Fig. 1: routed metal per tile
(6 px per micron) 12 x 12 tiles, from dark purple (low) to yellow (high), scaled to the fullest tile. Values are wire area over tile area, all layers added.
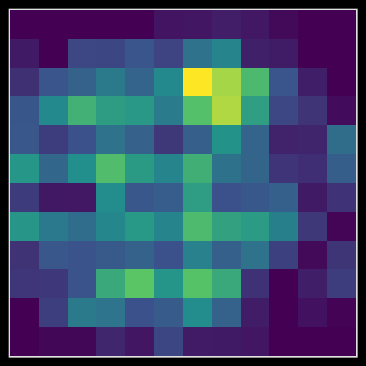
Fig. 2: PDN straps and rails
(8 px per micron) Pins as bars on the die edge.
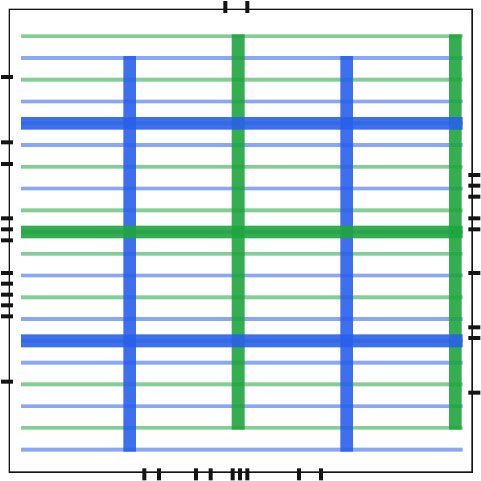
Fig. 3: sequential cells coloured by netlist name
(6 px per micron)
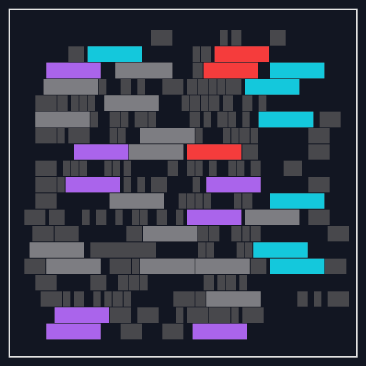
==> config.mk <==
export PLATFORM = sky130hd
export DESIGN_NAME = rw_sequencer
export DESIGN_NICKNAME = d
export VERILOG_FILES = /design/src/rtl/rw_sequencer.sv
export SDC_FILE = /design/constraint.sdc
export NUM_CORES = 1
export LEC_CHECK = 0
export ABC_AREA = 1
export CORE_UTILIZATION = 40
export DETAILED_ROUTE_END_ITERATION = 10
export PLACE_DENSITY_LB_ADDON = 0.3
export RECOVER_POWER = 100
export SLEW_MARGIN = 0
export SYNTH_ARGS = -nofsm -noshare
export SYNTH_HDL_FRONTEND = slang
export SYNTH_SLANG_ARGS = --single-unit
export TNS_END_PERCENT = 10
==> constraint.sdc <==
create_clock -name clk -period 2 [get_ports clk]
set_input_delay 0.6 -clock clk [delete_from_list [all_inputs] [get_ports clk]]
set_output_delay 0.6 -clock clk [all_outputs]
set_load 0.005 [all_outputs]
==> results.sh <==
# implementation run metrics
export IMPL_status="finished, violations left"
export IMPL_violations="design-rule violations"
export IMPL_power_internal_uw=1220
export IMPL_syn_to_final_growth_pct=34.9
export IMPL_slew_limit_headroom_pct=49.5
export IMPL_pwr_share_seq_pct=47.8
export IMPL_fp_util_pct=43.5
export IMPL_finalSetupViolations=0
export IMPL_cts_root_buffer="clkbuf_4"
export IMPL_grt_antenna_before_repair=0
export IMPL_ys_async_sr_fraction_pct=100
export IMPL_min_delay_path_depth=1
export IMPL_cp_slowest_stage_delay_ns=0.58
export IMPL_row_count=19
export IMPL_insertion_delay_ns=0.34
export IMPL_p_leak_uw=0.000845
export IMPL_clock_skew_ns=0.00486
export IMPL_grt_remaining_overflow=0
export IMPL_fmax_mhz=525
export IMPL_cp_slowest_cell="dlygate4sd3_1"
export IMPL_p_clk_share_pct=27.9
export IMPL_synth_cells=130
export IMPL_crit_cells=1
export IMPL_p_total_uw=1710
export IMPL_switching_share_pct=29.1
export IMPL_n_antenna_cell=0
export IMPL_place_congestion=0.806
export IMPL_drive_above_1_share_pct=7.51
export IMPL_drtIter0Drc=36
export IMPL_critPathCaptureType="output port"
export IMPL_irDropWorstVdd_mv=0.661
export IMPL_r2r_slack_ns=0.80
export IMPL_whs_ns=0.455
export IMPL_fp_nets=144
export IMPL_grt_max_degree=33
export IMPL_ctsLongestPathBuffers=2
export IMPL_nets=186
export IMPL_comb_power_uw=417
export IMPL_area_leaders="dfrtp_1 (63%), nand2_1 (12%), o21ai_0 (6.5%)"
export IMPL_grt_pass1_vias=970
export IMPL_crit_path_max_fanout=2
export IMPL_die_area_sq_mm=0.00333
export IMPL_power_density_mw_per_mm2=1020
export IMPL_port_buffer_count=31
export IMPL_switching_power_uw=498
export IMPL_post_route_period_util_pct=95.3
export IMPL_ys_warnings_count=0
export IMPL_rr_worst_depth=6
export IMPL_p_comb_share_pct=24.3
export IMPL_route_detailed_drc=1
export IMPL_finalHoldViolCount=0
export IMPL_grt_pass1_wl_mm=4.11
export IMPL_top_cell="nand2_1"
export IMPL_dr_pass1_iters=7
export IMPL_ios=32
export IMPL_max_cap_violations=0
export IMPL_rsz0062_at_grt="no"
export IMPL_htreeDepth=2
export IMPL_clkSinkCount=32
export IMPL_vias_per_cell=4.79
export IMPL_routed_wl_mm=2.39
export IMPL_crit_chain="dlygate4sd3_1"
export IMPL_synth_area_leader_cell="dfrtp_1"
export IMPL_clk_pin_slew_worst_paths_ns=0.10
export IMPL_cts_buffers_inserted=5
export IMPL_worst_pin_slew_ns=0.757
export IMPL_worstPathRequired_ns=1.40
export IMPL_min_path_type="register to register"
export IMPL_fin_setup_tns_ns=0
export IMPL_ys_seq_share_pct=64.7
export IMPL_hold_buffers=0
export IMPL_fin_crit_ns=1.91
export IMPL_arrival_ns=1.31
export IMPL_hpwl_mm=1.68
export IMPL_synthFlopType="dfrtp_1"
export IMPL_crit_buf_inv=1
export IMPL_finalWorstSetupSlack_ns=0.0943
export IMPL_edf_count=0
export IMPL_syn_avg_cell_area_sq_um=9.54
export IMPL_cp_start_kind="register"
export IMPL_tritoncts="yes"
export IMPL_critical_path_top_delay_family="buffers and inverters"
export IMPL_ant_nets=0
export IMPL_slew_viol_final=0
Back to the opening pictures, Fig. 1:
emptiest ninth of the die = lower right
fullest tile = 0.43
tiles over half the peak = 17%
Total GRT Usage: 17.1%
wire per inst: 11.7 microns
total vias in the final route: 978

Back to the opening pictures, Fig. 2:
VSS -> blue
VDD -> green
met5 straps = 3
signal pins = 32
chip height: 57.7 microns
core area: 0.00285 sq mm
DIE WIDTH: 57.7 microns

Back to the opening pictures, Fig. 3:
r_state -> red  # placed flops 3
r_flags -> cyan  # placed flops 7
r_dat -> purple  # placed flops 8
not coloured = 14
Seq group: 819 uW
fin util: 58.6%
fraction of area in registers: 47.9%

[final cells by class]
class | instances | area [sq um]
clock buffers | 6 | 41.3
repair buffers | 37 | 344
multi-input cells | 81 | 355
inverters | 15 | 56.3
fillers | 260 | 1180
clock inverters | 2 | 35.0
well taps | 31 | 38.8
flip-flops and latches | 32 | 802
[cell families after synthesis]
family / share of synthesized area, %
muxes: 0.908
AOI/OAI and AO/OA: 8.07
buffers and inverters: 5.75
DFF: 64.7
and+or+nand+nor: 20.6
[per-stage QoR]
stage,instance area [sq um],std cells
global placement,1600,194
CTS,1700,204
detailed placement,1600,194
floorplan,1240,130
finish,1670,204
global route,1670,204
[per-layer routing]
metal / GRT usage (%) / part of all wire [%] / vias up
met2: 27.9 / 49 / 36
met4: 9.18 / 2.3 / 0
met1: 19.4 / 42 / 441
met5: 0 / 0 / -
li1: - / - / 494
met3: 6.70 / 6.8 / 7
[layout by cell type, fill, tap and decap left out]
cell type / synthesis / routed
a21oi_1: 1 / 1
buf_4: 2 / 3
bufinv_16: 0 / 1
clkbuf_1: 0 / 3
clkbuf_2: 0 / 1
clkbuf_4: 0 / 5
clkdlybuf4s50_1: 0 / 13
clkinv_2: 0 / 1
dfrtp_1: 31 / 31
dfstp_2: 1 / 1
dlygate4sd2_1: 0 / 1
dlygate4sd3_1: 0 / 17
inv_1: 15 / 15
mux2_2: 1 / 1
nand2_1: 38 / 39
nand3_1: 7 / 7
nor2_1: 7 / 9
nor3_1: 5 / 5
nor3b_1: 1 / 1
o21ai_0: 16 / 16
o21ai_1: 0 / 1
o22ai_1: 1 / 1
[repair_timing]
action,CTS,global route
buffers inserted,2,0
resized,2,0
setup endpoints to repair,1,0
No activity file was given, so power comes from the tool's default toggle rates.
